### src/rtl/jtag_scan_engine.sv
// JTAG scan engine: selects one of NUM_TARGETS chains and shifts up to 32 TMS/TDI
// bit pairs at a divided TCK rate, capturing TDO on each TCK rising edge.
//
// state  | meaning
// IDLE   | waiting for START; illegal requests pulse ERR
// SETUP  | mux select settling, CLK_DIV cycles with TCK low
// LOW    | TCK low half-period, TMS/TDI driven for the current bit
// HIGH   | TCK high half-period, TDO captured on entry
// FINISH | one-cycle DONE; also accepts a back-to-back START
module jtag_scan_engine #(
    parameter int          CLK_DIV     = 4,
    parameter int unsigned NUM_TARGETS = 12
) (
    input  logic        clk_i,
    input  logic        rst_i,
    input  logic        start_i,
    input  logic [3:0]  target_i,
    input  logic [5:0]  nbits_i,
    input  logic [31:0] tms_vec_i,
    input  logic [31:0] tdi_vec_i,
    output logic        busy_o,
    output logic        done_o,
    output logic        err_o,
    output logic [31:0] tdo_vec_o,
    output logic [3:0]  jtag_sel_o,
    output logic        v_tck_o,
    output logic        v_tms_o,
    output logic        v_tdi_o,
    input  logic        v_tdo_i
);

    typedef enum logic [2:0] {S_IDLE, S_SETUP, S_LOW, S_HIGH, S_FINISH} state_t;

    if ((CLK_DIV < 1) || (CLK_DIV > 255)) begin : g_bad_clk_div
        $error("jtag_scan_engine: CLK_DIV must be within 1..255");
    end

    localparam logic [7:0] DIV_LAST = 8'(CLK_DIV - 1);

    state_t      state_q, state_d;
    logic [7:0]  cnt_q, cnt_d;
    logic [4:0]  bit_q, bit_d;
    logic [5:0]  nbits_q, nbits_d;
    logic [31:0] tms_vec_q, tms_vec_d;
    logic [31:0] tdi_vec_q, tdi_vec_d;
    logic [31:0] tdo_q, tdo_d;
    logic [3:0]  sel_q, sel_d;
    logic        busy_q, busy_d;
    logic        done_q, done_d;
    logic        err_q, err_d;
    logic        tck_q, tck_d;
    logic        tms_q, tms_d;
    logic        tdi_q, tdi_d;

    logic req_ok;
    logic phase_end;
    logic last_bit;

    assign req_ok    = ({28'd0, target_i} < NUM_TARGETS) && (nbits_i != 6'd0) && (nbits_i <= 6'd32);
    assign phase_end = (cnt_q == 8'd0);
    assign last_bit  = ({1'b0, bit_q} == (nbits_q - 6'd1));

    always_ff @(posedge clk_i) begin
        if (rst_i) begin
            state_q   <= S_IDLE;
            cnt_q     <= 8'd0;
            bit_q     <= 5'd0;
            nbits_q   <= 6'd0;
            tms_vec_q <= 32'd0;
            tdi_vec_q <= 32'd0;
            tdo_q     <= 32'd0;
            sel_q     <= 4'hF;
            busy_q    <= 1'b0;
            done_q    <= 1'b0;
            err_q     <= 1'b0;
            tck_q     <= 1'b0;
            tms_q     <= 1'b1;
            tdi_q     <= 1'b0;
        end else begin
            state_q   <= state_d;
            cnt_q     <= cnt_d;
            bit_q     <= bit_d;
            nbits_q   <= nbits_d;
            tms_vec_q <= tms_vec_d;
            tdi_vec_q <= tdi_vec_d;
            tdo_q     <= tdo_d;
            sel_q     <= sel_d;
            busy_q    <= busy_d;
            done_q    <= done_d;
            err_q     <= err_d;
            tck_q     <= tck_d;
            tms_q     <= tms_d;
            tdi_q     <= tdi_d;
        end
    end

    always_comb begin
        state_d   = state_q;
        cnt_d     = cnt_q;
        bit_d     = bit_q;
        nbits_d   = nbits_q;
        tms_vec_d = tms_vec_q;
        tdi_vec_d = tdi_vec_q;
        tdo_d     = tdo_q;
        sel_d     = sel_q;
        busy_d    = busy_q;
        done_d    = 1'b0;
        err_d     = 1'b0;
        tck_d     = tck_q;
        tms_d     = tms_q;
        tdi_d     = tdi_q;

        case (state_q)
            S_IDLE, S_FINISH: begin
                state_d = S_IDLE;
                if (start_i) begin
                    if (req_ok) begin
                        state_d   = S_SETUP;
                        cnt_d     = DIV_LAST;
                        bit_d     = 5'd0;
                        nbits_d   = nbits_i;
                        tms_vec_d = tms_vec_i;
                        tdi_vec_d = tdi_vec_i;
                        tdo_d     = 32'd0;
                        sel_d     = target_i;
                        busy_d    = 1'b1;
                    end else begin
                        err_d = 1'b1;
                    end
                end
            end
            S_SETUP: begin
                if (phase_end) begin
                    state_d = S_LOW;
                    cnt_d   = DIV_LAST;
                    tms_d   = tms_vec_q[bit_q];
                    tdi_d   = tdi_vec_q[bit_q];
                end else begin
                    cnt_d = cnt_q - 8'd1;
                end
            end
            S_LOW: begin
                if (phase_end) begin
                    state_d       = S_HIGH;
                    cnt_d         = DIV_LAST;
                    tck_d         = 1'b1;
                    tdo_d[bit_q]  = v_tdo_i;
                end else begin
                    cnt_d = cnt_q - 8'd1;
                end
            end
            S_HIGH: begin
                if (phase_end) begin
                    tck_d = 1'b0;
                    cnt_d = DIV_LAST;
                    if (last_bit) begin
                        // TMS is left as-is so the TAP stays parked in its final state
                        state_d = S_FINISH;
                        busy_d  = 1'b0;
                        done_d  = 1'b1;
                        tdi_d   = 1'b0;
                    end else begin
                        state_d = S_LOW;
                        bit_d   = bit_q + 5'd1;
                        tms_d   = tms_vec_q[bit_q + 5'd1];
                        tdi_d   = tdi_vec_q[bit_q + 5'd1];
                    end
                end else begin
                    cnt_d = cnt_q - 8'd1;
                end
            end
            default: state_d = S_IDLE;
        endcase
    end

    assign busy_o     = busy_q;
    assign done_o     = done_q;
    assign err_o      = err_q;
    assign tdo_vec_o  = tdo_q;
    assign jtag_sel_o = sel_q;
    assign v_tck_o    = tck_q;
    assign v_tms_o    = tms_q;
    assign v_tdi_o    = tdi_q;

endmodule
### config.mk
export PLATFORM = sky130hd
export DESIGN_NAME = jtag_scan_engine
export DESIGN_NICKNAME = d
export VERILOG_FILES = /design/src/rtl/jtag_scan_engine.sv
export SDC_FILE = /design/constraint.sdc
export NUM_CORES = 1
export LEC_CHECK = 0
export ABC_CLOCK_PERIOD_IN_PS = 4600
export CAP_MARGIN = 15
export CORE_ASPECT_RATIO = 0.7
export CORE_MARGIN = 2
export CORE_UTILIZATION = 30
export DETAILED_ROUTE_END_ITERATION = 8
export SLEW_MARGIN = 5
export SYNTH_ARGS = -nofsm -noshare
export SYNTH_HDL_FRONTEND = slang
export SYNTH_SLANG_ARGS = --single-unit
export TNS_END_PERCENT = 10
### constraint.sdc
create_clock -name clk_i -period 4.6 [get_ports clk_i]
set_input_delay 0.92 -clock clk_i [delete_from_list [all_inputs] [get_ports clk_i]]
set_output_delay 0.92 -clock clk_i [all_outputs]
set_load 0.02 [all_outputs]
clock_nets.png
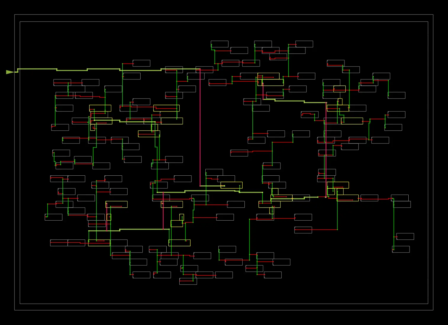
clock buffer count in the final layout: 19
clk pwr: 1.26 mW
maximum clock skew at final layout: 8.87 ps
count of sequential standard cells: 128
number of sinks handled by clock tree synthesis: 128

class_map.png
Drawn at 3 px/um.
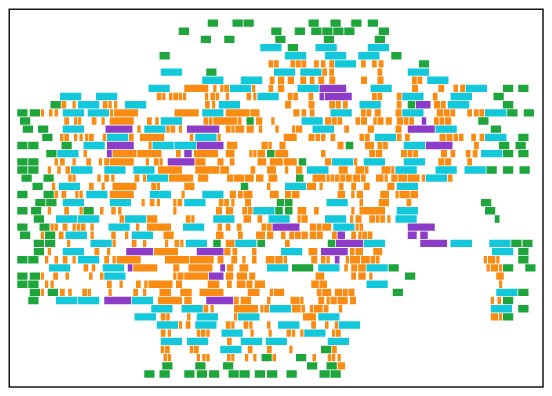
[green] remaining buffers and delay cells | cells: 134
[cyan] sequential cells | cells: 128
[orange] remaining logic cells | cells: 558
[purple] clock drivers and dummy loads | cells: 30
Post-Route Utilization: 39.9%
Design Area, Final: 8260 um2

==> run summary <==
Summary of the current implementation state.

- The flow ran to the end, and the final reports show no timing, DRC or antenna violations.
- OpenROAD reports that the post-layout worst path occupies 76.4% of the period.
- Overall routing resource usage recorded by global route was 17.0%.
- Multi-input gates account for 42.0% of the area.
- In the final layout, flip-flops and latches take up 31.0% of the cell area.
- After Yosys synthesis, XOR and XNOR cells account for 1.66% of the synthesized area.
- The classification of the worst setup path is in2reg, for reference.
- The number of signal-net buffers in the layout is 134, for reference.
- After filler insertion, the fill cell instance count of the layout stands at 2147.
- Measured against the total synthesized area, the mux share comes to 12.4%.
- The first global-routing pass estimated between 20000 and 30000 um of wire.
- The first-pass iteration count of the detailed router is 5, for reference.
- The critical path's slowest stage uses the library cell or4_1.
- Traced cell by cell, the critical path runs through clkdlybuf4s50_1 > or4_1 > o21ai_0 > and3_2 > buf_4 > o21ai_0 > or3_1 > a21oi_1.
- The total I/O pin count is 120, for reference.
- The share of synthesized cell area in and, or, nand and nor gates is 22.0%, for reference.
- The cell area after placement is 7720 um2, for reference.
- The count of input and output buffers is 119, for reference.
- For this run, the top clock speed supported by timing is 284 MHz.
- The number of failing hold endpoints at the final stage is 0, for reference.
- The critical path contains buffers and inverters numbering 2 combined.
- The number of tap cells inserted is roughly 280, for reference.
- The worst path in the final design needs a cycle of roughly 3500 ps, including I/O delays and setup.
- Setup repair after global routing left no endpoint under its margin.
- The script computed a power per unit cell area of 396 nW/um2.
- Once the clock tree was built, the setup fixing pass inserted 0 buffers.
- Nets still carrying antenna violations after routing amount to 0.
- The final number of setup-violating endpoints is 0, for reference.
- The total core area is 20700 um2, for reference.
- Before any placement, the netlist area is recorded as ~6300 um2.
- The clock root buffer master is clkbuf_16, for reference.
- The number of clock buffers added by TritonCTS is 17.
- The synthesized netlist was found by Yosys to have 747 cells.
- No sink is reached through more buffers than the 2 on the longest clock path.
- The global route stage reports its total congestion overflow as 0.
- Yosys shows that the main logic family after synthesis is simple AND/OR/NAND/NOR gates.
- The endpoint class of the critical path is a register, for reference.
- Across all checked pins, the minimum headroom to the slew limit is roughly a quarter.
- In the synthesized netlist the dominant register cell turns out to be dfxtp_1.
- The via count of the first global-routing pass is 5500, for reference.
- The number of inserted diodes is 0, for reference.
- The arithmetic-cell share of the synthesized area counting full adders, half adders and majority gates is 1.19%, for reference.
- At the floorplan stage, the core utilization is reported as 30.5%.
- The maximum resistive drop on vdd is 0.269 mV, for reference.
- The number of different library cells used by synthesis comes to approximately 61.
- The number of max-slew violations in the final report is 0, for reference.
- Summing the sequential cell areas from Yosys gives 40.6% of the chip area.
- The script parses the final routing iteration and logs DRC violations as 0.
- Per the run report, area growth between synthesis and finish was 30.8%.
- Measured in cells, the most critical reg-to-reg path has a length of 9.
- The timing report gives the clock slew at the launch and capture registers of the worst setup and hold paths as 50 ps.
- The average routed wire per standard cell is 16.5 um, for reference.
- The library cell appearing most often on the critical path is o21ai_0, for reference.
- Looking at the max-slew report, the worst-margin pin has a slew of 1120 ps.
- The count of cell instances traversed by the critical path is 8, for reference.
- The data-path buffer share of cell area in the final layout is 15.9%, for reference.
- Summing all multi-input logic gate instances after layout gives approximately 3500 um2.
- The detailed router's first-iteration violation count is between 400 and 500, for reference.
- The via-per-instance ratio is 5.17, for reference.
- The vertical die dimension reported for this design is between 100 and 150 um.
- The gate family responsible for the most delay along the worst path is simple AND/OR/NAND/NOR gates, for reference.
- The initial antenna violation count is 0, for reference.
- The data arrival at the endpoint of the critical path is 3850 ps, for reference.
- The worst setup path is launched from a primary input.
- The reported leakage power is approximately 2.7 nW, for reference.
- The warning tally printed by Yosys for this design is 0.
- The number of nets at floorplan is 831, for reference.
- Summing over the stages, the warning tally comes to 29.
- The final total power is 3.27 mW, for reference.
- The number of enable flip-flop cells is 0, for reference.
- The proportion of layout cells with a drive suffix above 1 is 10.8%, for reference.
- The flip-flop and latch count after synthesis is 128, for reference.
- The floorplan has ~44 rows.
- The proportion of register bits with asynchronous set or reset after synthesis is 0%, for reference.
- In this run, post-CTS hold repair placed 0 buffers.
- The leading cell category by total area is logic gates, for reference.
- The number of maximum-capacitance constraint violations is 0, for reference.
- The chip area is 22300 um2, for reference.
- The required time of the critical path is 4940 ps, for reference.
- Yosys reports a chip area of about 6300 um2.
- The final sum of negative setup slack is 0 ps, for reference.
- The horizontal die size is 177 um, for reference.
- The cell depth of the worst min-delay path is 2, for reference.
- CTS built an H-tree with a depth of 4.
- Entering global routing, the biggest net connects 56 pins.
- The delay of the slowest cell on the worst path is 590 ps, for reference.
- The worst hold path belongs to the class reg2reg.
- Of all nets on the critical path, the largest fanout is between 40 and 50.
- The HPWL reported at the end of detailed placement is between 10000 and 15000 um, for reference.
- The AND-OR/OR-AND share of the synthesized area is 17.5%, for reference.
- Measured on the final layout, the clock distribution area share stands at 6.59%.
- The TritonCTS clock tree is built, for reference.
- The post-cts sizing count is 0, for reference.
- The number of cells produced by synthesis is 747, for reference.
- The number of multi-input combinational cells is 550, for reference.
- The final layout contains ~900 nets.
- The post-synthesis average cell area is between 8 and 9 um2, for reference.
- The congestion estimate from routability-driven global placement came to 0.782.
- The area taken by sequential standard cells is reported as 2560 um2.
- The count of non-CTS inverters in the layout is 8, for reference.
- The clock insertion delay at the later pin of the skew report is 420 ps, for reference.
route_heat.png
Drawn at 2 px/um. 35 x 25 tiles, from dark purple (low) to yellow (high), scaled to the fullest tile. Values are wire area over tile area, all layers added.
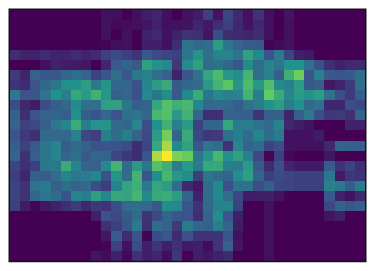
densest ninth of the die: centre
fullest tile: 0.58
emptiest ninth of the die: lower right
mean over tiles: 0.13
tiles over half the peak: 11%
final routed wirelength across all metal layers: 18600 um
routed vias: 5823

m3.png
Drawn at 2 px/um.
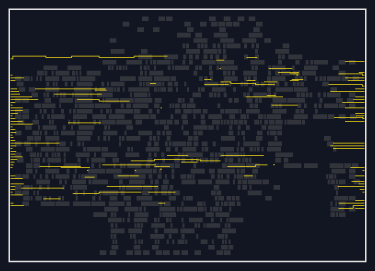
longest straight run: 35.0 um
share of all routed wire: 5.7%
main direction: horizontal
wire length on this layer: 1060 um
nets with wire on the layer: 105
met3 layer usage reported by global route: 4.11%

==> state kept, by name, summed over array words and instances (netlist names) <==
register	cells
v_tms_o	1
bit_q	5
done_o	1
tdi_vec_q	32
busy_o	1
v_tck_o	1
tms_vec_q	32
jtag_sel_o	4
v_tdi_o	1
cnt_q	8
state_q	3
nbits_q	6
err_o	1
tdo_vec_o	32
==> worst min-delay path, cell delays in order, from the launching register on <==
cell     delay, ps
dfxtp_1        310
nand2_1         50
a21oi_1         50
==> power by group <==
| group | internal, mW | switching, mW | leakage (nW) | total [mW] |
|---|---|---|---|---|
| clock network | 0.759 | 0.500 | 0.266 | 1.26 |
| registers | 1.21 | 0.0916 | 1.04 | 1.30 |
| logic | 0.303 | 0.409 | 1.44 | 0.713 |
==> kinds of logic after synthesis <==
logic type / after synthesis
AOI/OAI and AO/OA: 200
xor gates and xnor gates: 12
adders and majority gates: 6
buffers and inverters: 69
DFF: 128
muxes: 43
and+or+nand+nor: 289
==> layout by cell type (no fill, tap or decap), drive strengths merged, types with 5 or more instances in the layout <==
cell,synthesis,final
clkinv,1,7
xor2,7,7
buf,17,16
nand4,40,40
inv,7,8
dfxtp,128,128
mux4,28,28
nand2b,7,7
or4,5,5
ha,6,6
xnor2,5,5
nand3b,5,5
or2,5,5
or3,10,10
o21ai,49,49
mux2i,11,11
nand2,158,158
nor2b,5,5
nand3,7,7
a21oi,117,117
clkbuf,44,19
clkdlybuf4s50,0,118
nor2,23,23
nor3,8,8
==> layer usage <==
metal	up-vias	share of wire, %	track usage, %
met2	161	41	23.8
met4	0	0.83	4.15
met1	2779	52	25.9
li1	2870	-	-
met5	-	0	0
met3	13	5.7	4.11
==> per-stage QoR <==
step / utilization [%] / hold slack, ps / instances / setup WS, ps
2_1_floorplan: - / 442 / 747 / 897
4_1_cts: 39.9 / 466 / 1126 / 1080
3_3_place_gp: 37.3 / 452 / 1096 / 691
6_report: 39.9 / 464 / 1126 / 1080
5_1_grt: 39.9 / 479 / 1126 / 776
3_5_place_dp: 37.3 / 458 / 1096 / 652
==> final timing paths <==
kind | startpoint | to | slack (ps)
setup / recovery | nbits_i[0] | bit_q[2] | 1080
hold / removal | tms_vec_q[18] | tms_vec_q[18] | 460
setup reg to reg | bit_q[0] | v_tdi_o | 1390
hold reg to reg | tms_vec_q[18] | tms_vec_q[18] | 460
==> Yosys cell counts (all sizes together) (2+ instances only) <==
cell,count,area share [%]
nand2,158,9.4
dfxtp,128,41
a21oi,117,9.3
o21ai,49,3.9
clkbuf,44,2.6
nand4,40,4.0
mux4,28,10
nor2,23,1.4
buf,17,1.5
mux2i,11,1.7
or3,10,0.99
nor3,8,0.71
inv,7,0.42
nand2b,7,0.69
nand3,7,0.55
xor2,7,0.97
ha,6,1.2
nand3b,5,0.59
nor2b,5,0.50
or2,5,0.50
or4,5,0.65
xnor2,5,0.69
a211oi,4,0.48
and3,4,0.40
mux2,4,0.71
a22oi,3,0.36
a311oi,3,0.42
and2,3,0.30
a22o,2,0.28
a31o,2,0.28
a31oi,2,0.20
nand4b,2,0.28
nor4b,2,0.51
o211ai,2,0.24
o21bai,2,0.24
o31ai,2,0.24
o41ai,2,0.28
or3b,2,0.28
No activity file was given, so power comes from the tool's default toggle rates.
